## config.mk

```make
export PLATFORM = sky130hd
export DESIGN_NAME = vga_counter
export DESIGN_NICKNAME = d
export VERILOG_FILES = /design/src/rtl/vga_pkg.sv /design/src/rtl/vga_counter.sv
export SDC_FILE = /design/constraint.sdc
export NUM_CORES = 1
export LEC_CHECK = 0
export CORE_UTILIZATION = 35
export CTS_BUF_LIST = sky130_fd_sc_hd__clkbuf_2 sky130_fd_sc_hd__clkbuf_4 sky130_fd_sc_hd__clkbuf_8
export CTS_CLUSTER_SIZE = 28
export DETAILED_ROUTE_END_ITERATION = 7
export PLACE_DENSITY = 0.66
export SLEW_MARGIN = 5
export SYNTH_ARGS = -nofsm -noshare
export SYNTH_HDL_FRONTEND = slang
export SYNTH_SLANG_ARGS = --single-unit
export TNS_END_PERCENT = 100
```

## constraint.sdc

```tcl
create_clock -name Clock -period 2.75 [get_ports Clock]
set_input_delay 0.275 -clock Clock [delete_from_list [all_inputs] [get_ports Clock]]
set_output_delay 0.275 -clock Clock [all_outputs]
set_load 0.02 [all_outputs]
```

## src/rtl/vga_pkg.sv

```systemverilog
`default_nettype none
// ============================================================================
//  Module      : vga_pkg
//  Description : Shared constants and types for the VGA controller position
//                counters (horizontal and vertical).
//                Contents:
//                  VGA_CNT_WIDTH - default counter width (10 bits)
//                  vga_count_t   - count value type of that width
//  Revision    : 1.0 - initial release
// ============================================================================
package vga_pkg;

    localparam int VGA_CNT_WIDTH = 10;

    typedef logic [VGA_CNT_WIDTH-1:0] vga_count_t;

endpackage : vga_pkg
`default_nettype wire

```

## src/rtl/vga_counter.sv

```systemverilog
`default_nettype none
// ============================================================================
//  Module      : vga_counter
//  Description : Loadable, clearable WIDTH-bit up-counter used as the
//                horizontal/vertical position counter of the VGA controller.
//                Priority at each rising Clock edge:
//                  Clear > Load > Count > hold
//                Ports (positional order is fixed):
//                  Count  in   1      increment enable
//                  Load   in   1      parallel-load enable
//                  Clear  in   1      synchronous active-high clear
//                  Clock  in   1      rising-edge clock
//                  D      in   WIDTH  parallel load value
//                  Q      out  WIDTH  registered count
//                Build option:
//                  VGA_COUNTER_SAT_EN - when defined the increment saturates
//                  at all-ones; otherwise it wraps to zero.
//  Revision    : 1.0 - initial release
// ============================================================================
module vga_counter
    import vga_pkg::*;
#(
    parameter int WIDTH = VGA_CNT_WIDTH
) (
    input  wire logic             Count,
    input  wire logic             Load,
    input  wire logic             Clear,
    input  wire logic             Clock,
    input  wire logic [WIDTH-1:0] D,
    output logic      [WIDTH-1:0] Q
);

    logic [WIDTH-1:0] count_q;
    logic [WIDTH-1:0] count_inc;

`ifdef VGA_COUNTER_SAT_EN
    // All-ones is sticky under Count; only Clear or Load leaves it.
    assign count_inc = (count_q == {WIDTH{1'b1}}) ? count_q
                                                  : count_q + WIDTH'(1);
`else
    // Carry-out is dropped, so all-ones rolls over to zero.
    assign count_inc = count_q + WIDTH'(1);
`endif

    always_ff @(posedge Clock) begin
        if (Clear) begin
            count_q <= '0;
        end else if (Load) begin
            count_q <= D;
        end else if (Count) begin
            count_q <= count_inc;
        end
    end

    // Q is the register itself: no input reaches it combinationally.
    assign Q = count_q;

endmodule : vga_counter
`default_nettype wire

```

==> Changelog: implementation <==
## Implementation

* Yosys top cell area share at 35.6%
* Required time worst endpoint at 2.48 ns
* Arrival time at the worst endpoint at 1.39 ns
* Placer Congestion at 0.724
* End point of the most critical hold path: Q[6]
* Final Total Pwr at 394 uW
* Hold WC Path Type: input pin to flip-flop
* Crit path max fanout at 7
* Layout area overhead at 49.1%
* Critical setup path kind: flip-flop to primary output
* Sequential-to-total area share from yosys stat at 35.6%
* Count of synthesis-stage warnings from yosys at 0
* First-pass GRT wire length at 2240 um
* Violations in the final reports: DRC
* Final Critical Period at 1.67 ns
* Height of the die at 42.1 um
* Run status: finished with violations
* Register clock-pin slew on the reported worst setup and hold paths at 0.07 ns
* Cell depth of the worst flop-to-flop path at 5
* Switching power share of the total at 28.1%
* Post-Route WL at 1370 um
* Filler cell count at 146
* Row count at 14
* Share of post-route cells with drive strength above 1 at 8.70%
* Setup Skew at 0.00289 ns
* Mean instance size in the synthesized netlist at 8.28 sq um
* Number of clock buffers inserted by TritonCTS at 3
* Transition time at the pin with the least slew margin at 0.424 ns
* Clock share of power at 35.9%
* Via density per instance at 5.36
* Most area-hungry cell type in the Yosys netlist: sky130_fd_sc_hd__dfxtp_1
* Clock net sink count at 10
* Hold Violations, Final at 0
* Area of the core at 1510 sq um
* Number of detailed-routing iterations run before antenna repair at 6
* VDD IR-drop max at 0.000340 V
* MI comb area at 342 sq um
* Count of pins on the block boundary at 24
* Worst reg2reg path startpoint: Q[0]
* Dpl hpwl at 932 um
* Number of flip-flops under the largest register name at 10
* Sum of overflow across all layers after global routing at 0
* Tool Warnings at 26
* Worst path slowest cell: sky130_fd_sc_hd__clkdlybuf4s50_1
* Fin. max-slew vios at 0
* Async SR Flop Fraction at 0%
* Total internal power at 283 uW
* Cells along the critical path: clkdlybuf4s50_1
* CTS max path bufs at 2
* Hold Path Origin: D[6]
* TNS Setup at 0 ns
* Largest incremental delay on the critical path at 0.66 ns
* RSZ-0062 raised after global routing: false
* Number of buffer and inverter instances along the worst setup path at 1
* Total Die Area at 1770 sq um
* Most numerous logic cells after layout: sky130_fd_sc_hd__clkdlybuf4s50_1, sky130_fd_sc_hd__dfxtp_1, sky130_fd_sc_hd__nor2_1
* Synthesized instance count at 68
* Max Cap Violations at 0
* Insertion delay of the later-clocked pin in the worst-skew pair at 0.27 ns
* Largest delay contributor family on the critical path: buffers and inverters
* Worst flop-to-flop path endpoint: Q[6]
* Synth top cell by count: sky130_fd_sc_hd__dfxtp_1
* FP Core Util at 37.4%
* DRC violations left at 1
* Sequential Area at 200 sq um
* Top cell excl fill/tap: sky130_fd_sc_hd__clkdlybuf4s50_1
* H-tree depth at 1
* Static Leakage at 0.000302 uW
* Number of endpoints failing setup at the final stage at 0
* Pwr dens at 469 nW/um^2
* Number of nets in the layout at 108
* Power share of the combinational group at 21.5%
* Total via count after detailed routing at 579
* Kind of end point of the critical path: primary output
* Max frequency at 599 MHz
* Count of antenna diodes in the layout at 0
* Setup slack on the worst flop-to-flop path at 1.22 ns
* Flop pwr share at 42.6%
* Largest cells by area: sky130_fd_sc_hd__dfxtp_1, sky130_fd_sc_hd__xnor2_1, sky130_fd_sc_hd__a21oi_1
* CTS tree: done
* Resize count post-CTS at 0
* Power spent charging and discharging nets at 111 uW
* Final clock period utilization by the worst path at 60.7%
* Port buffer count at 23
* Die width at 42.1 um
* Post-synth area from yosys stat at 563 sq um
* Cts hold-fix bufs at 0
* DRC violation total after the first TritonRoute iteration at 5
* Antenna-violating nets left at 0
* Master cell of the clock root buffer: sky130_fd_sc_hd__clkbuf_4
-- stage by stage --
stage	setup slack (ns)	cell area, sq um	util [%]	hold slack [ns]	std cells
detailed placement	0.901	803	53.3	0.591	104
floorplan	1.26	563	-	0.418	68
global route	1.04	840	55.7	0.602	108
CTS	1.07	840	55.7	0.562	108
finish	1.08	840	55.7	0.556	108
global placement	0.951	803	53.3	0.568	104
-- worst min-delay path: stages --
cell	delay, ns
sky130_fd_sc_hd__clkdlybuf4s50_1	0.39
sky130_fd_sc_hd__nand2_1	0.08
sky130_fd_sc_hd__a21oi_2	0.04
-- kinds of logic (layout without fill, tap and decap cells) --
| group | after synthesis | count (layout) | synth area share (%) |
|---|---|---|---|
| and+or+nand+nor | 27 | 27 | 26.0 |
| AOI/OAI and AO/OA | 14 | 14 | 14.7 |
| DFF | 10 | 10 | 35.6 |
| xor gates and xnor gates | 8 | 8 | 12.4 |
| buffers and inverters | 5 | 29 | 3.78 |
| muxes | 3 | 3 | 5.33 |
| adders and majority gates | 1 | 1 | 2.22 |
-- power groups by stage --
| stage | Clock (uW) | Combinational [uW] | Sequential, uW |
|---|---|---|---|
| after CTS | 139 | 85.2 | 168 |
| after floorplan | 0 | 32.6 | 180 |
| after detailed placement | 0 | 84.7 | 171 |
| after global routing | 145 | 91.0 | 170 |
| final | 141 | 84.9 | 168 |
| after global placement | 0 | 84.2 | 171 |
-- metal layers --
metal  up-vias  GRT usage [%]  share of wire, %
li1        286              -                 -
met1       270           22.7                50
met2        21           24.4                43
met3         2           3.02               5.7
met4         0           9.38               1.0
met5         -              0                 0
-- cell type report --
cell class	count	area share (%)
clock buffer	4	4.32
timing repair buffer	24	28.3
tap	16	2.38
inverter	1	0.447
multi-input combinational	53	40.7
sequential	10	23.8
### Selected gate families

The bar under the picture is 10 um long.
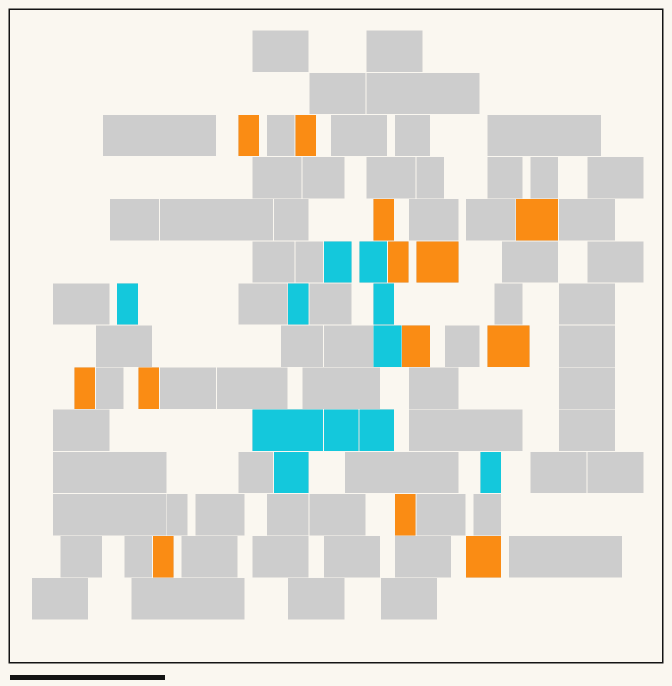
nor cells: marked orange, cells 13. nand cells: marked cyan, cells 11, where center.

### Clock wires, drivers and flops

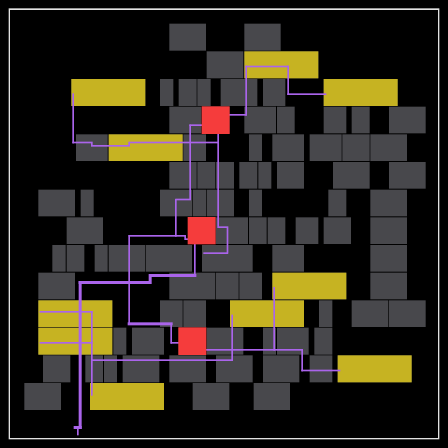
clock-net drivers: marked red, count 3. flip-flops: marked yellow, count 10. clock wires: marked purple, length 182 um.
There are 4 routed clock nets.

### Track usage over the die

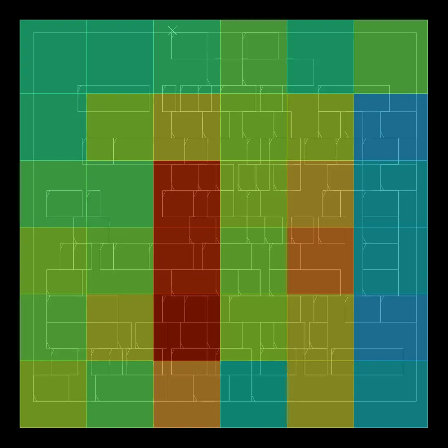
met1 Use GR: 22.7%
final routed wire length divided by cell count: 12.7 um
Core Util, Final: 55.7%
total global routing track utilization: 16.6%

No activity file was given, so power comes from the tool's default toggle rates.
